==> config.mk <==
export PLATFORM = sky130hd
export DESIGN_NAME = wiring_driver
export DESIGN_NICKNAME = d
export VERILOG_FILES = /design/src/rtl/wiring_driver.sv
export SDC_FILE = /design/constraint.sdc
export NUM_CORES = 1
export LEC_CHECK = 0
export CORE_AREA = 2 2 90 49
export DETAILED_ROUTE_END_ITERATION = 10
export DIE_AREA = 0 0 92 51
export MAX_ROUTING_LAYER = met4
export PLACE_DENSITY = 0.73
export SETUP_SLACK_MARGIN = 0.15
export SYNTH_ARGS = -nofsm -noshare
export SYNTH_HDL_FRONTEND = slang
export SYNTH_SLANG_ARGS = --single-unit
==> constraint.sdc <==
create_clock -name clk -period 1.8 [get_ports clk]
set_clock_uncertainty 0.05 [all_clocks]
set_input_delay 0.36 -clock clk [delete_from_list [all_inputs] [get_ports clk]]
set_output_delay 0.36 -clock clk [all_outputs]
set_load 0.005 [all_outputs]
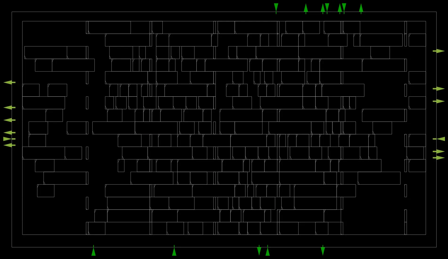
Fig. 1. Cell placement (run 1).
non-filler cells, final: 277
core region area: 4040 um2
Seq/total area: 36.9%
Layout Utilization: 62.6%

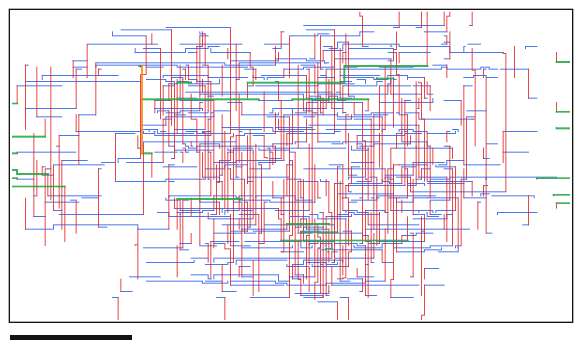
Fig. 2. Metal layers overlaid (run 1).
Scale bar: 20 um.
legend:
  metal 4:
    color: orange
    wire_length: 14.3 um
  metal 1:
    color: blue
    wire_length: 2090 um
  metal 3:
    color: green
    wire_length: 154 um
  metal 2:
    color: red
    wire_length: 2050 um
GRT Resource Usage Total: 20.3%
via count: 1431
DR WL/cell: 15.6 um
Total Wirelength: 4310 um

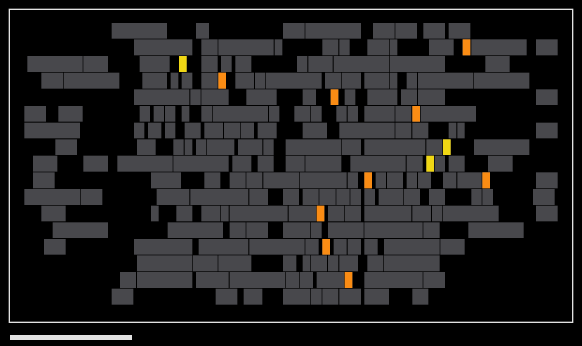
Fig. 3. Gate families picked out (run 1).
Scale bar: 20 um.
legend:
  inv cells:
    color: orange
    cells: 9
    most_used: inv_1
  nor cells:
    color: yellow
    cells: 3
    most_used: nor2_1
combinational share of cell area: 36.8%
dominant logic cell type in the layout: dfrtp_1

==> impl_metrics.ini, run 1 <==
; synthesis and place-and-route metrics
[pwr]
p_seq_mw = 1.30
leakage_nw = 1.12
total_power_mw = 3.99
p_sw_share_pct = 36.2
max-vdd-ir-drop_mv = 0.605
p_clk_share_pct = 14.0
p_switching_mw = 1.44
p_int_mw = 2.54
p_seq_share_pct = 32.6

[yosys]
synth.largest_area_cell = dfrtp_1
ys_top_logic_family = AND-OR/OR-AND gates
synth_cell_types = 37
yosys.cell_count.top_type = dfrtp_1
simple_gate_area_share_pct = 12.6
ys_area_um2 = 1840
synth_cells = 165
fp_nets = 180
common_cells = 37 x dfrtp_1, 14 x nand2_1, 11 x o21ai_0
adder_share_pct = 4.76
synthTopCellsByArea = dfrtp_1 50%, mux2_1 6.1%, ha_1 4.8%

[timing]
fin_crit_ns = 1.65
slew_headroom_pct = 68.8
post-route-period-util_pct = 91.7
fin_hold_ws_ns = 0.437
rsz0062_at_grt = yes
finalHoldViolCount = 0
clock.fmax_ghz = 0.606
fin_ws_ns = 0.149

[critical_path]
cp_num_buf_inv = 1
criticalPathCategory = reg2reg
worstRegToRegCells = 4
critPathRequiredTime_ns = 1.91
path_cells = buf_4 > or3_4 > a31oi_4 > mux2_4
worst_path_dominant_cell_family = flip-flops
slowest_stage = dfrtp_1
cp-start-kind = flip-flop
endpoint_kind = flip-flop
path_max_fanout = 4

[global_route]
grt_pass1_vias = 1405
grt_pass1_wl_um = 7070
grt_max_degree = 38

[finish]
mi_logic_area_um2 = 931
logic_gates = 111
nNonClkBuffers = 55
regArea_um2 = 933
flop-count = 37
lay_top_cells = 31 x dfrtp_1, 29 x buf_4, 22 x clkdlybuf4s50_1
nonClkBufAreaFrac_pct = 18.9
layout.filler_cells = 303
nets = 234

[route]
drt_iter0_drc = 110
drtPass1Iterations = 4
wl_met2_um = 2050
wl_met3_um = 154
viasPerCell = 5.17

[floorplan]
num_rows = 17
die-height_um = 51
io_pins = 24
dieArea_um2 = 4690
fp_util_pct = 45.5
die.size.x_um = 92

[hold_path]
min_path_type = reg2reg
holdPathStages = 2

[cts]
cts_resized = 16
clock_path_buffers = 2
cts_max_level = 2
cts_post_setup_buffers_inserted = 10
clkTransAtPathRegs_ns = 0.08
clkSinkCount = 37

[placed_design]
place_hpwl_um = 2870
place_inst = 249
place_area_um2 = 2210
portBuffers = 23

[flow_run]
tool_warnings = 32

[status]
status = completed
--- run 2 (diff from run 1) ---
--- a/config.mk
+++ b/config.mk
@@ -5,11 +5,11 @@
 export SDC_FILE = /design/constraint.sdc
 export NUM_CORES = 1
 export LEC_CHECK = 0
-export CORE_AREA = 2 2 90 49
+export CORE_AREA = 2 2 86 47
 export DETAILED_ROUTE_END_ITERATION = 10
-export DIE_AREA = 0 0 92 51
+export DIE_AREA = 0 0 88 49
 export MAX_ROUTING_LAYER = met4
-export PLACE_DENSITY = 0.73
+export PLACE_DENSITY = 0.76
 export SETUP_SLACK_MARGIN = 0.15
 export SYNTH_ARGS = -nofsm -noshare
 export SYNTH_HDL_FRONTEND = slang
==> constraint.sdc (replaced) <==
create_clock -name clk -period 1.6 [get_ports clk]
set_clock_uncertainty 0.05 [all_clocks]
set_input_delay 0.32 -clock clk [delete_from_list [all_inputs] [get_ports clk]]
set_output_delay 0.32 -clock clk [all_outputs]
set_load 0.005 [all_outputs]
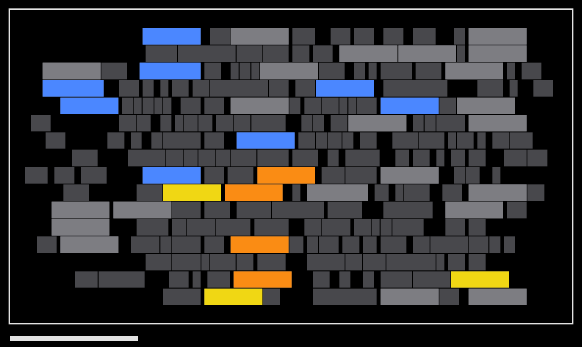
Fig. 4. Sequential cells colored by netlist name (run 2).
Scale bar: 20 um.
legend:
  `fifo_mem_q`:
    color: orange
    placed_flops: 4
  `cnt_q`:
    color: blue
    placed_flops: 8
  `wr_ptr_q`:
    color: yellow
    placed_flops: 3
not colored: 22
Layout Utilization: 73.5%
Seq power: 1.45 mW
Seq/total area: 34.9%
Register Area: 930 um2

==> impl_metrics.ini, run 2 <==
; synthesis and place-and-route metrics
[status]
status = finished with violations
violations = negative setup slack

[hold_path]
min_path_type = in2async

[floorplan]
fp_util_pct = 50.8
die-height_um = 49
dieArea_um2 = 4310
num_rows = 16
die.size.x_um = 88

[placed_design]
portBuffers = 23
place_hpwl_um = 3040
place_area_um2 = 2380
routabilityCongestion = 0.881
place_inst = 261

[pwr]
leakage_nw = 1.24
p_sw_share_pct = 36.1
p_int_mw = 2.98
total_power_mw = 4.67
max-vdd-ir-drop_mv = 0.901
p_seq_share_pct = 31.1
p_clk_share_pct = 14.2
p_switching_mw = 1.69

[finish]
inverters = 9
nonClkBufAreaFrac_pct = 19.1
logic_gates = 111
flop-count = 37
nNonClkBuffers = 58
nets = 237
lay_top_count = dfrtp_1
mi_logic_area_um2 = 1040
layout.filler_cells = 242
lay_top_cells = 34 x dfrtp_1, 27 x buf_4, 15 x dlygate4sd2_1

[route]
drt_iter0_drc = 81
viasPerCell = 5.28
drtPass1Iterations = 4
wl_met3_um = 287
dr_total_vias = 1456
drt-total-wl_um = 4510
wl_met2_um = 2020
wl_per_cell_um = 16.3

[critical_path]
critPathRequiredTime_ns = 1.76
cp-start-kind = flip-flop
cp_num_buf_inv = 0
endpoint_kind = flip-flop
criticalPathCategory = reg2reg
slowest_stage = or4_4
path_cells = or3b_4 > or4_4 > o31ai_2
worst_path_dominant_cell_family = simple AND/OR/NAND/NOR gates
worstRegToRegCells = 3
path_max_fanout = 2

[yosys]
synth.largest_area_cell = dfrtp_1
syn_area_per_cell_um2 = 11.1
synthTopCellsByArea = dfrtp_1 50%, mux2_1 6.1%, ha_1 4.8%
synth_cells = 165
adder_share_pct = 4.76
yosys.cell_count.top_type = dfrtp_1
synth_cell_types = 37
common_cells = 37 x dfrtp_1, 14 x nand2_1, 11 x o21ai_0
fp_nets = 180
ys_top_logic_family = AND-OR/OR-AND gates
ys_area_um2 = 1840
simple_gate_area_share_pct = 12.6

[cts]
clock_path_buffers = 2
cts_resized = 22
cts_max_level = 2
clkSinkCount = 37
cts_post_setup_buffers_inserted = 3

[timing]
fin_hold_ws_ns = 0.345
worst_slew_pin_slew_ns = 0.301
slew_headroom_pct = 79.9
clock.fmax_ghz = 0.609
post-route-period-util_pct = 103
finalHoldViolCount = 0
setup_viol = 5
fin_ws_ns = -0.0426
fin_crit_ns = 1.64
rsz0062_at_grt = yes

[flow_run]
tool_warnings = 33

[global_route]
grt.total_usage_pct = 22.0
grt_pass1_vias = 1445
grt_pass1_wl_um = 6880
grt_max_degree = 38
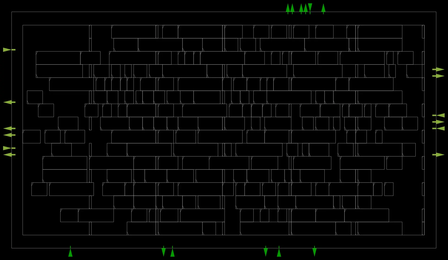
Fig. 5. Cell placement (run 2).
non-filler cells, final: 276
core region area: 3620 um2

Power and IR drop assume default switching activity.
